--- src/rtl/axi_lite_pkg.sv ---
// axi_lite_pkg: AXI4-Lite response codes and the byte-lane merge helper.
package axi_lite_pkg;
  localparam logic [1:0] RESP_OKAY   = 2'b00;
  localparam logic [1:0] RESP_EXOKAY = 2'b01;
  localparam logic [1:0] RESP_SLVERR = 2'b10;
  localparam logic [1:0] RESP_DECERR = 2'b11;
  function automatic logic [63:0] strb_merge(input logic [63:0] old_v, input logic [63:0] new_v, input logic [7:0] strb);
    for (int k = 0; k < 8; k++) strb_merge[k*8 +: 8] = strb[k] ? new_v[k*8 +: 8] : old_v[k*8 +: 8];
  endfunction
endpackage

--- src/rtl/axi_lite_regbank.sv ---
// axi_lite_regbank: register array with a byte-enable write port, a combinational read port and a flat export.
module axi_lite_regbank
  import axi_lite_pkg::*;
#(
  parameter int DATA_WIDTH = 32,
  parameter int STRB_WIDTH = DATA_WIDTH / 8,
  parameter int NUM_REGS   = 16,
  localparam int IW = NUM_REGS > 1 ? $clog2(NUM_REGS) : 1
) (
  input  logic                           clk,
  input  logic                           rst,
  input  logic                           we_i,
  input  logic [IW-1:0]                  widx_i,
  input  logic [DATA_WIDTH-1:0]          wdata_i,
  input  logic [STRB_WIDTH-1:0]          wstrb_i,
  input  logic [IW-1:0]                  ridx_i,
  output logic [DATA_WIDTH-1:0]          rdata_o,
  output logic [NUM_REGS*DATA_WIDTH-1:0] regs_flat_o
);
  logic [DATA_WIDTH-1:0] mem_q [NUM_REGS];
  always_ff @(posedge clk) begin
    if (rst) for (int i = 0; i < NUM_REGS; i++) mem_q[i] <= '0;
    else if (we_i) mem_q[widx_i] <= DATA_WIDTH'(strb_merge(64'(mem_q[widx_i]), 64'(wdata_i), 8'(wstrb_i)));
  end
  assign rdata_o = mem_q[ridx_i];
  for (genvar g = 0; g < NUM_REGS; g++) begin : g_flat
    assign regs_flat_o[g*DATA_WIDTH +: DATA_WIDTH] = mem_q[g];
  end
endmodule

--- src/rtl/axi_lite_slave_regfile.sv ---
// axi_lite_slave_regfile: AXI4-Lite responder over a byte-writable register bank.
// Independent AW/W latches merge into one commit; B and R are single-entry response registers.
module axi_lite_slave_regfile
  import axi_lite_pkg::*;
#(
  parameter int ADDR_WIDTH = 32,
  parameter int DATA_WIDTH = 32,
  parameter int STRB_WIDTH = DATA_WIDTH / 8,
  parameter int NUM_REGS   = 16,
  localparam int IW = NUM_REGS > 1 ? $clog2(NUM_REGS) : 1
) (
  input  logic                           aclk,
  input  logic                           areset,
  input  logic [ADDR_WIDTH-1:0]          awaddr,
  input  logic                           awvalid,
  output logic                           awready,
  input  logic [DATA_WIDTH-1:0]          wdata,
  input  logic [STRB_WIDTH-1:0]          wstrb,
  input  logic                           wvalid,
  output logic                           wready,
  output logic [1:0]                     bresp,
  output logic                           bvalid,
  input  logic                           bready,
  input  logic [ADDR_WIDTH-1:0]          araddr,
  input  logic                           arvalid,
  output logic                           arready,
  output logic [DATA_WIDTH-1:0]          rdata,
  output logic [1:0]                     rresp,
  output logic                           rvalid,
  input  logic                           rready,
  output logic [NUM_REGS*DATA_WIDTH-1:0] regs_flat,
  output logic                           wr_pulse,
  output logic [IW-1:0]                  wr_index
);
  localparam int LSB = $clog2(STRB_WIDTH);
  logic aw_held_q, aw_held_d, w_held_q, w_held_d;
  logic awready_q, awready_d, wready_q, wready_d, arready_q, arready_d;
  logic bvalid_q, bvalid_d, rvalid_q, rvalid_d, wr_pulse_q, wr_pulse_d;
  logic [1:0] bresp_q, bresp_d, rresp_q, rresp_d;
  logic [ADDR_WIDTH-1:0] awaddr_q, awaddr_d;
  logic [DATA_WIDTH-1:0] wdata_q, wdata_d, rdata_q, rdata_d, bank_rd;
  logic [STRB_WIDTH-1:0] wstrb_q, wstrb_d;
  logic [IW-1:0] wr_index_q, wr_index_d;
  logic aw_hs, w_hs, ar_hs, commit, w_ok, r_ok;
  always_comb begin
    aw_hs = awvalid && awready_q;
    w_hs = wvalid && wready_q;
    ar_hs = arvalid && arready_q;
    awaddr_d = aw_hs ? awaddr : awaddr_q;
    wdata_d = w_hs ? wdata : wdata_q;
    wstrb_d = w_hs ? wstrb : wstrb_q;
    commit = (aw_held_q || aw_hs) && (w_held_q || w_hs);
    // Upper address bits take part in the range check so high addresses never alias onto the bank
    w_ok = (awaddr_d >> LSB) < ADDR_WIDTH'(NUM_REGS);
    r_ok = (araddr >> LSB) < ADDR_WIDTH'(NUM_REGS);
    aw_held_d = !commit && (aw_held_q || aw_hs);
    w_held_d = !commit && (w_held_q || w_hs);
    bvalid_d = commit || (bvalid_q && !bready);
    bresp_d = commit ? (w_ok ? RESP_OKAY : RESP_SLVERR) : bresp_q;
    wr_pulse_d = commit && w_ok;
    wr_index_d = wr_pulse_d ? awaddr_d[LSB +: IW] : wr_index_q;
    rvalid_d = ar_hs || (rvalid_q && !rready);
    rdata_d = ar_hs ? (r_ok ? bank_rd : '0) : rdata_q;
    rresp_d = ar_hs ? (r_ok ? RESP_OKAY : RESP_SLVERR) : rresp_q;
    awready_d = !aw_held_d && !bvalid_d;
    wready_d = !w_held_d && !bvalid_d;
    arready_d = !rvalid_d;
  end
  always_ff @(posedge aclk) begin
    if (areset) begin
      {aw_held_q, w_held_q, awready_q, wready_q, arready_q, bvalid_q, rvalid_q, wr_pulse_q} <= '0;
      {bresp_q, rresp_q} <= '0;
      awaddr_q <= '0;
      wdata_q <= '0;
      wstrb_q <= '0;
      rdata_q <= '0;
      wr_index_q <= '0;
    end else begin
      {aw_held_q, w_held_q, awready_q, wready_q, arready_q, bvalid_q, rvalid_q, wr_pulse_q} <=
        {aw_held_d, w_held_d, awready_d, wready_d, arready_d, bvalid_d, rvalid_d, wr_pulse_d};
      {bresp_q, rresp_q} <= {bresp_d, rresp_d};
      awaddr_q <= awaddr_d;
      wdata_q <= wdata_d;
      wstrb_q <= wstrb_d;
      rdata_q <= rdata_d;
      wr_index_q <= wr_index_d;
    end
  end
  axi_lite_regbank #(
    .DATA_WIDTH(DATA_WIDTH),
    .STRB_WIDTH(STRB_WIDTH),
    .NUM_REGS  (NUM_REGS)
  ) u_bank (
    .clk        (aclk),
    .rst        (areset),
    .we_i       (wr_pulse_d),
    .widx_i     (awaddr_d[LSB +: IW]),
    .wdata_i    (wdata_d),
    .wstrb_i    (wstrb_d),
    .ridx_i     (araddr[LSB +: IW]),
    .rdata_o    (bank_rd),
    .regs_flat_o(regs_flat)
  );
  assign awready = awready_q;
  assign wready = wready_q;
  assign arready = arready_q;
  assign bvalid = bvalid_q;
  assign bresp = bresp_q;
  assign rvalid = rvalid_q;
  assign rdata = rdata_q;
  assign rresp = rresp_q;
  assign wr_pulse = wr_pulse_q;
  assign wr_index = wr_index_q;
endmodule

--- config.mk ---
export PLATFORM = sky130hd
export DESIGN_NAME = axi_lite_slave_regfile
export DESIGN_NICKNAME = d
export VERILOG_FILES = /design/src/rtl/axi_lite_pkg.sv /design/src/rtl/axi_lite_regbank.sv /design/src/rtl/axi_lite_slave_regfile.sv
export SDC_FILE = /design/constraint.sdc
export NUM_CORES = 1
export LEC_CHECK = 0
export CAP_MARGIN = 25
export CORE_AREA = 4 4 259 261
export DETAILED_ROUTE_END_ITERATION = 8
export DIE_AREA = 0 0 263 265
export MAX_ROUTING_LAYER = met4
export PLACE_DENSITY = 0.69
export SKIP_LAST_GASP = 1
export SLEW_MARGIN = 0
export SYNTH_ARGS = -nofsm -noshare
export SYNTH_HDL_FRONTEND = slang
export SYNTH_SLANG_ARGS = --single-unit
--- constraint.sdc ---
create_clock -name aclk -period 3.75 [get_ports aclk]
set_input_delay 0.375 -clock aclk [delete_from_list [all_inputs] [get_ports aclk]]
set_output_delay 0.375 -clock aclk [all_outputs]
set_load 0.01 [all_outputs]
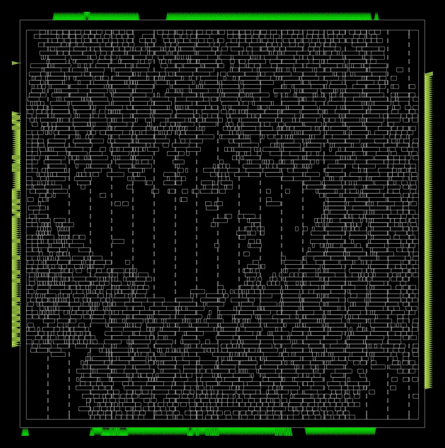
*Placed standard cells, run 1*
register share of the cell area: 0.477
layout sequential cell count: 624

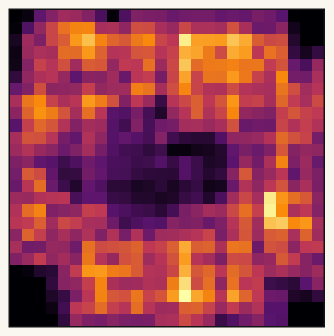
*Routed metal per tile, run 1*
26 x 26 tiles, from black (low) to pale yellow (high), scaled to the fullest tile. Values are wire area over tile area, all layers added.
fullest tile: 0.59
tiles over half the peak: 33%
emptiest ninth of the die: centre
nearly empty tiles: 4.6%
mean over tiles: 0.24
total number of vias: 20.3k
Total Routing Usage GR: 0.290
final wirelength: 101 mm
routed wire length per instance: 28.3 um

==> impl_summary.log, run 1 <==
[flow] collecting metrics
[metrics] Complex Gates by Area: 0.0314
[metrics] post-route setup TNS: 0 ns
[metrics] core utilization before placement: 0.419
[metrics] Die X: 263 um
[metrics] Synth Area in Simple Gates: 0.127
[metrics] global-route wire length before repair: 144 mm
[metrics] number of clock buffers inserted by TritonCTS: 67
[metrics] # Cells Yosys: 2010
[metrics] pin slew with the least headroom to its limit: 0.993 ns
[metrics] Worst Path Arrival: 3.24 ns
[metrics] DRC violation total after the first TritonRoute iteration: 2538
[metrics] vertical die size: 265 um
[metrics] post-CTS setup-driven buffer insertion count: 0
[metrics] largest net degree at the start of global routing: 60
[metrics] share of total power consumed by net switching: 0.232
[metrics] status: complete, no violations
[metrics] worst-path cell with the longest stage delay: or4_1
[metrics] Filler cells: 5078
[metrics] count of clock tree sinks: 624
[metrics] Max-cap violations: 0
[metrics] CTS Hold Bufs: 0
[metrics] clock-pin slew of the registers on the worst-case setup and hold paths: 0.06 ns
[metrics] number of hold violations in the final report: 0
[metrics] Post-DP HPWL: 76.1 mm
[metrics] worst-skew pair later-pin latency: 0.60 ns
[metrics] mux cell area share after synthesis: 0.147
[metrics] Dominant cell area share: 0.569
[metrics] cell resize tally after clock tree synthesis: 0
[metrics] Vias per Instance: 5.66
[metrics] clock root buffer master: clkbuf_16
[metrics] slowest stage delay, CP: 0.51 ns
[metrics] number of antenna violations at the first check in global routing: 12
[metrics] Critical Path Start Type: flop
[metrics] total grt overflow: 0
[metrics] count of final setup violators: 0
[metrics] cells along the critical path: or4_1 -> nor4_1 -> a22o_1 -> buf_12 -> nand3_4 -> o21ai_0 -> buf_4
[metrics] worst ir drop on vdd: 304 uV
[metrics] number of warnings the tools reported: 30
[metrics] ranking of synthesized cells by area: edfxtp_1 57%, mux4_2 11%, dfxtp_1 8.3%
[metrics] Syn. warnings: 0
[metrics] Main logic family: multiplexers
[metrics] adder-cell share of the synthesized area: 0
[metrics] RePlAce Congestion: 0.927
[metrics] share of power burned in combinational logic: 0.099
[metrics] shortest period the worst path allows: 2.96 ns
[metrics] Max Clk Rate: 338 MHz
[metrics] max-slew violation total from the final report: 0
[metrics] number of placed I/O pins: 665
[metrics] number of synthesized register bits: 624
[metrics] CTS tree: done
[metrics] power density of the placed cells: 439 nW/um^2
[metrics] largest area contributor in the netlist: edfxtp_1
[metrics] Mapped Area: 27000 sq um
[metrics] H-tree depth: 3
[metrics] Lkg Pwr: 12.4 nW
[metrics] proportion of power drawn by the clock network: 0.413
[metrics] Remaining DRCs: 0
[metrics] net switching power figure: 3.76 mW
[metrics] number of global-route vias before repair: 19.8k
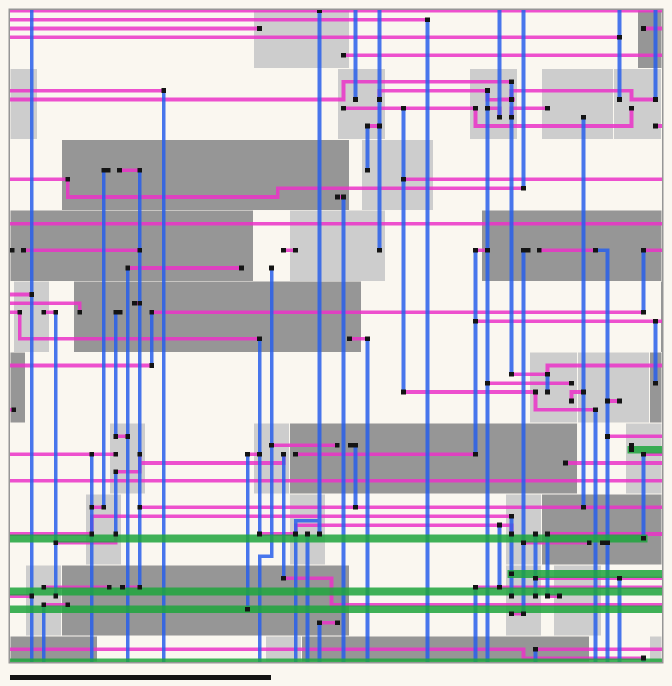
*Zoomed window, run 1*
Bar = 10 um. Window x 119 to 144, y 67 to 92 um. Cells in grey, sequential cells in the stronger grey; small squares are vias.
[magenta] M1
[green] M3
[blue] M2
most frequent: nor2_1 (8), edfxtp_1 (6), o21ai_0 (4)
cells with their middle in the window: 24
sequential cells in the window: 6
netlist names of flops here include: u_bank.mem_q (6)

run 1: metrics by stage:
step                hold WS (ns)  utilization  setup WS [ns]  power (mW)  cells
global placement           0.439        0.538          0.320        9.63   3454
finish                     0.201        0.573          0.789        16.2   3587
detailed placement         0.444        0.538          0.236        9.66   3454
global route               0.211        0.573          0.537        16.7   3587
CTS                        0.174        0.573          0.760        16.3   3577
floorplan                  0.431            -           1.05        8.75   2011
run 1: cells in the final DEF, fill, tap and decap left out, drive strengths merged, types with 2 or more instances in the layout:
| master | n |
|---|---|
| a211oi | 3 |
| a21oi | 36 |
| a31oi | 4 |
| and2 | 3 |
| and4 | 2 |
| and4b | 2 |
| buf | 140 |
| bufinv | 6 |
| clkbuf | 89 |
| clkdlybuf4s50 | 654 |
| clkinv | 20 |
| clkinvlp | 3 |
| conb | 2 |
| dfxtp | 112 |
| diode | 9 |
| edfxtp | 512 |
| inv | 13 |
| mux2 | 35 |
| mux2i | 69 |
| mux4 | 128 |
| nand2 | 124 |
| nand3 | 18 |
| nand4 | 3 |
| nand4b | 2 |
| nor2 | 554 |
| nor2b | 6 |
| nor3 | 19 |
| nor4 | 18 |
| o211ai | 31 |
| o21ai | 64 |
| o31a | 2 |
| or2 | 5 |
| or3 | 33 |
| or4 | 4 |
run 1: registers in the layout, summed over array words and instances (netlist names):
name          count
u_bank.mem_q    512
rdata            32
wdata_q          32
awaddr_q         30
wr_index          4
wstrb_q           4
arready           1
aw_held_q         1
awready           1
bresp             1
bvalid            1
rresp             1
rvalid            1
w_held_q          1
wr_pulse          1
wready            1
run 1: power groups by stage:
stage / clock network [mW] / logic, mW / registers [mW]
floorplan: 0 / 0.690 / 8.06
global placement: 0 / 1.57 / 8.05
detailed placement: 0 / 1.60 / 8.06
CTS: 6.78 / 1.61 / 7.91
global route: 7.09 / 1.69 / 7.93
finish: 6.70 / 1.60 / 7.92
run 1: path summary, 6_finish.rpt:
check                           slack [ns]  cells after the start    startpoint                  end
worst max register to register        0.79                      7  awaddr_q[20]  u_bank.mem_q[9][19]
worst max-delay path                  0.79                      7  awaddr_q[20]  u_bank.mem_q[9][19]
worst min register to register        0.46                      2  awaddr_q[19]         awaddr_q[19]
worst min-delay path                  0.20                      2        areset           wdata_q[4]
run 1: layer usage:
metal | wire length, um | global-route usage
met5 | 0 | -
met2 | 50500 | 0.477
met1 | 37600 | 0.361
met3 | 9970 | 0.0627
met4 | 3380 | 0.0943
run 1: cell type report:
| type | instances | area [sq um] | area share |
|---|---|---|---|
| antenna | 9 | 22.5 | 0.000609 |
| clock buffer | 89 | 1860 | 0.0504 |
| sequential | 624 | 17600 | 0.477 |
| inverter | 8 | 30.0 | 0.000813 |
| multi-input combinational | 1174 | 8280 | 0.224 |
| clock inverter | 34 | 368 | 0.00995 |
| timing repair buffer | 794 | 7710 | 0.209 |
| tap | 855 | 1070 | 0.0289 |
run 1: worst max-delay path, delay by kind of cell, from the launching register on:
kind	cells	cell delay (ns)
AOI/OAI and AO/OA	2	0.66
buffers and inverters	2	0.46
DFF	1	0.30
and+or+nand+nor	3	1.21
==> run 2, diff against run 1 <==
==> constraint.sdc (replaced) <==
create_clock -name aclk -period 2.8 [get_ports aclk]
set_input_delay 0.28 -clock aclk [delete_from_list [all_inputs] [get_ports aclk]]
set_output_delay 0.28 -clock aclk [all_outputs]
set_load 0.01 [all_outputs]
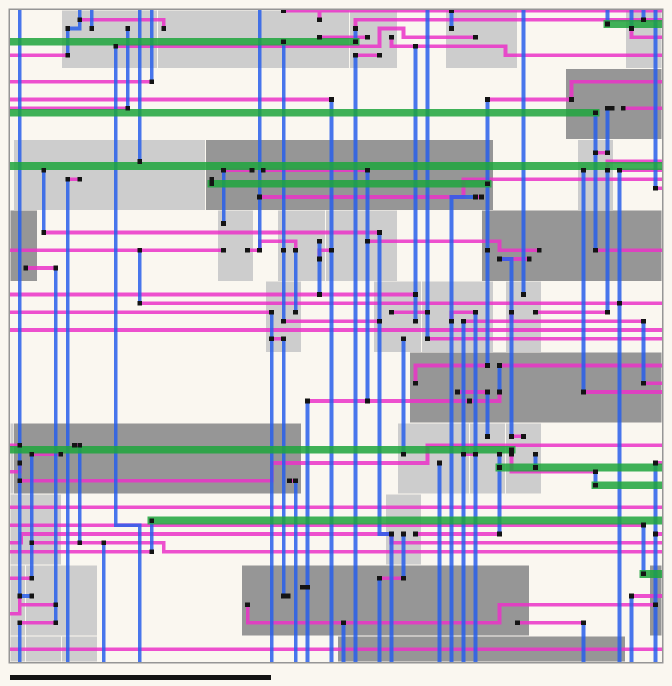
*Zoomed window, run 2*
Bar = 10 um. Window x 119 to 144, y 67 to 92 um. Cells in grey, sequential cells in the stronger grey; small squares are vias.
[blue] M2
[magenta] M1
[green] M3
cells with their middle in the window: 25
sequential cells in the window: 5
netlist names of flops here include: u_bank.mem_q (5)
most frequent: nor2_1 (7), buf_4 (6), edfxtp_1 (5)

==> run 2 against run 1 <==
  * Final area grew 1.5%
  * Critical path type unchanged
  * Core utilization grew 0.84 points
  * Clock skew grew 0.0025 ns
  * Clock-buffer cell count grew 1
  * Worst setup slack lost 0.58 ns
  * Cell count grew 1.4%
  * Hold slack lost 0.10 ns
  * Clock power grew 33%
==> impl_summary.log, run 2 <==
[flow] collecting metrics
[metrics] average cell area after synthesis: 13.4 sq um (unchanged)
[metrics] headroom to the max-slew limit: 0.510 (was 0.338)
[metrics] highest routing layer actually used: met4 (unchanged)
[metrics] Die X: 263 um (unchanged)
[metrics] largest area contributor in the netlist: edfxtp_1 (unchanged)
[metrics] Filler cells: 5062 (was 5078)
[metrics] Critical Path Start Type: flop (unchanged)
[metrics] Vias per Instance: 5.66 (about the same)
[metrics] DRC violation total after the first TritonRoute iteration: 2396 (was 2538)
[metrics] status: complete, no violations (unchanged)
[metrics] count of clock tree sinks: 624 (unchanged)
[metrics] number of placed I/O pins: 665 (unchanged)
[metrics] Syn. warnings: 0 (unchanged)
[metrics] core utilization before placement: 0.419 (unchanged)
[metrics] relative area change from synthesis to final layout: 38.9% (was 36.9%)
[metrics] Dominant cell area share: 0.569 (unchanged)
[metrics] fraction of registers with async set/reset: 0 (unchanged)
[metrics] finished layout cell area: 37500 sq um (was 37000 sq um)
[metrics] Largest register FFs: 512 (unchanged)
[metrics] CTS tree: done (unchanged)
[metrics] largest net degree at the start of global routing: 40 (was 60)
[metrics] count of final setup violators: 0 (unchanged)
[metrics] share of total power consumed by net switching: 0.226 (was 0.232)
[metrics] number of global-route vias before repair: 20.2k (was 19.8k)
[metrics] global-route wire length before repair: 146 mm (was 144 mm)
[metrics] cell resize tally after clock tree synthesis: 0 (unchanged)
[metrics] net switching power figure: 4.90 mW (was 3.76 mW)
[metrics] cells along the critical path: or4_1 -> nor4_1 -> a22o_1 -> buf_12 -> nand3_4 -> o21ai_0 -> buf_4 (unchanged)
[metrics] Syn Inst Count: 2010 (unchanged)
[metrics] # Cells Yosys: 2010 (unchanged)
[metrics] total number of vias: 20.6k (was 20.3k)
[metrics] synthesis area per yosys: 27000 sq um (unchanged)
[metrics] number of warnings the tools reported: 30 (unchanged)
[metrics] worst-path cell with the longest stage delay: or4_1 (unchanged)
[metrics] worst ir drop on vdd: 475 uV (was 304 uV)
[metrics] data required time of the worst path: 3.08 ns (was 4.03 ns)
[metrics] hold crit path type: input pin to flop (unchanged)
[metrics] Mapped Area: 27000 sq um (unchanged)
[metrics] Post-DP HPWL: 78.3 mm (was 76.1 mm)
[metrics] Max Clk Rate: 385 MHz (was 338 MHz)
[metrics] Seq/Total Area, Yosys: 0.653 (unchanged)
[metrics] share of power burned in combinational logic: 0.100 (was 0.099)
[metrics] CTS Hold Bufs: 0 (unchanged)
[metrics] vertical die size: 265 um (unchanged)
[metrics] kind of cell adding the most delay to the critical path: simple AND/OR/NAND/NOR gates (unchanged)
[metrics] clock root buffer master: clkbuf_16 (unchanged)
[metrics] Top reg by flops: u_bank.mem_q (unchanged)
[metrics] number of antenna violations at the first check in global routing: 3 (was 12)
[metrics] most numerous logic cells after layout: 654 x clkdlybuf4s50_1, 554 x nor2_1, 512 x edfxtp_1 (unchanged)
[metrics] number of nets at the end of the flow: 2841 (was 2776)
[metrics] post-CTS setup-driven buffer insertion count: 0 (unchanged)
[metrics] slowest stage delay, CP: 0.54 ns (was 0.51 ns)
[metrics] shortest period the worst path allows: 2.60 ns (was 2.96 ns)
[metrics] proportion of power drawn by the clock network: 0.410 (was 0.413)
[metrics] critical path buffer and inverter count: 2 (unchanged)
[metrics] H-tree depth: 3 (unchanged)
[metrics] Port Buffers: 658 (unchanged)
[metrics] Max-cap violations: 0 (unchanged)
[metrics] Lkg Pwr: 12.7 nW (was 12.4 nW)
[metrics] Pwr Total: 21.7 mW (was 16.2 mW)
[metrics] routed wire length per instance: 28.2 um (was 28.3 um)
[metrics] Antenna Violating Nets Remaining: 0 (unchanged)
[metrics] number of hold violations in the final report: 0 (unchanged)
[metrics] power density of the placed cells: 579 nW/um^2 (was 439 nW/um^2)
[metrics] ranking of synthesized cells by area: edfxtp_1 57%, mux4_2 11%, dfxtp_1 8.3% (unchanged)
[metrics] first-pass iteration count of the detailed router: 5 (unchanged)
[metrics] clock-pin slew of the registers on the worst-case setup and hold paths: 0.06 ns (about the same)
[metrics] sequential share of power: 0.490 (was 0.488)
[metrics] Worst Path Arrival: 2.88 ns (was 3.24 ns)
[metrics] total grt overflow: 0 (unchanged)
[metrics] worst-skew pair later-pin latency: 0.59 ns (was 0.60 ns)
[metrics] number of clock buffers inserted by TritonCTS: 66 (was 67)
[metrics] Routed met3 length: 9.52 mm (was 9.97 mm)
[metrics] final wirelength: 102 mm (was 101 mm)
[metrics] core utilization of the finished layout: 0.582 (was 0.573)
[metrics] number of synthesized register bits: 624 (unchanged)
[metrics] max-slew violation total from the final report: 0 (unchanged)
[metrics] distinct cell type count of the synthesized netlist: 44 (unchanged)
[metrics] RePlAce Congestion: 0.956 (was 0.927)
[metrics] met1 wire length: 38.0 mm (was 37.6 mm)
[metrics] met2 wire len: 51.6 mm (was 50.5 mm)
[metrics] pin slew with the least headroom to its limit: 0.735 ns (was 0.993 ns)
[metrics] Total Routing Usage GR: 0.293 (was 0.290)
[metrics] Remaining DRCs: 0 (unchanged)
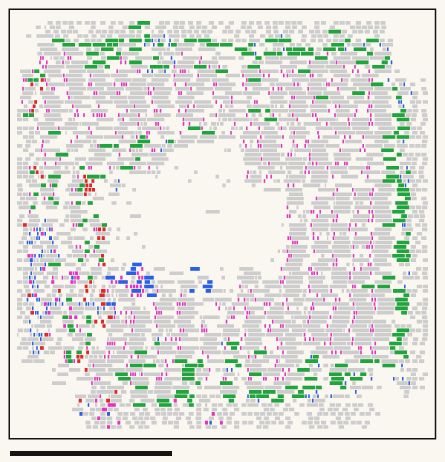
*Selected gate families, run 2*
Bar = 100 um.
[magenta] nor cells | cells: 599 | where: spread over the die
[blue] nand cells | cells: 148 | where: spread over the die
[red] and/or cells | cells: 49
[green] mux cells | cells: 232 | where: spread over the die
number of standard cells in the final layout excluding fillers: 3639
multi-input combinational area share: 0.221
top logic cell by instance count in the layout: clkdlybuf4s50_1

-- run 2: cell types whose count changed in the layout (fill, tap and decap cells not counted), moves of 2 or more --
cell,change
buf_4,+57
buf_12,+10
diode_2,-8
clkinv_2,-3
inv_6,-3
bufinv_16,+2
clkinv_1,+2
clkinv_4,-2
-- run 2: kinds of logic (layout without fill, tap and decap cells) --
logic type,count (synthesis),count (layout),synth area share
simple gates,796,796,0.127
flops,624,624,0.653
mux,232,232,0.147
buf+inv,213,985,0.0424
compound gates,144,144,0.0314
other cells,1,3,0.000139
-- run 2: power by group through the flow --
stage,clock network (mW),registers (mW),logic [mW]
2_1_floorplan,0,10.8,0.924
3_3_place_gp,0,10.8,2.13
3_5_place_dp,0,10.8,2.17
4_1_cts,8.97,10.6,2.18
5_1_grt,9.40,10.6,2.29
6_report,8.89,10.6,2.17
-- run 2: area by class of cell --
class / instances / area (sq um) / share of cell area
Sequential cell: 624 / 17600 / 0.470
Timing Repair Buffer: 860 / 8310 / 0.222
Multi-Input combinational cell: 1174 / 8280 / 0.221
Clock buffer: 90 / 1850 / 0.0493
Tap cell: 855 / 1070 / 0.0285
Clock inverter: 27 / 344 / 0.00918
Inverter: 8 / 30.0 / 0.000801
Antenna cell: 1 / 2.50 / 0.0000667
-- run 2: per-layer routing --
metal | vias up | global-route usage
met1 | 10333 | 0.366
met2 | 1365 | 0.491
met3 | 194 | 0.0519
li1 | 8704 | -
met5 | - | -
met4 | 0 | 0.0914
-- run 2: through the flow --
stage	cells	setup TNS, ns	setup slack (ns)	hold WS, ns
after floorplan	2011	0	0.105	0.416
after detailed placement	3521	-36.25	-0.251	0.447
final	3639	0	0.204	0.0987
after global routing	3639	0	0.0792	0.114
after CTS	3638	0	0.115	0.0779
after global placement	3521	-42.15	-0.287	0.441
-- run 2: final timing paths --
path | startpoint | end | slack [ns] | cells after the start
worst max-delay path | awaddr_q[10] | u_bank.mem_q[5][15] | 0.20 | 7
worst min-delay path | areset | wdata_q[12] | 0.1 | 2
worst max register to register | awaddr_q[10] | u_bank.mem_q[5][15] | 0.20 | 7
worst min register to register | awaddr_q[14] | awaddr_q[14] | 0.45 | 2
No activity file was given, so power comes from the tool's default toggle rates.
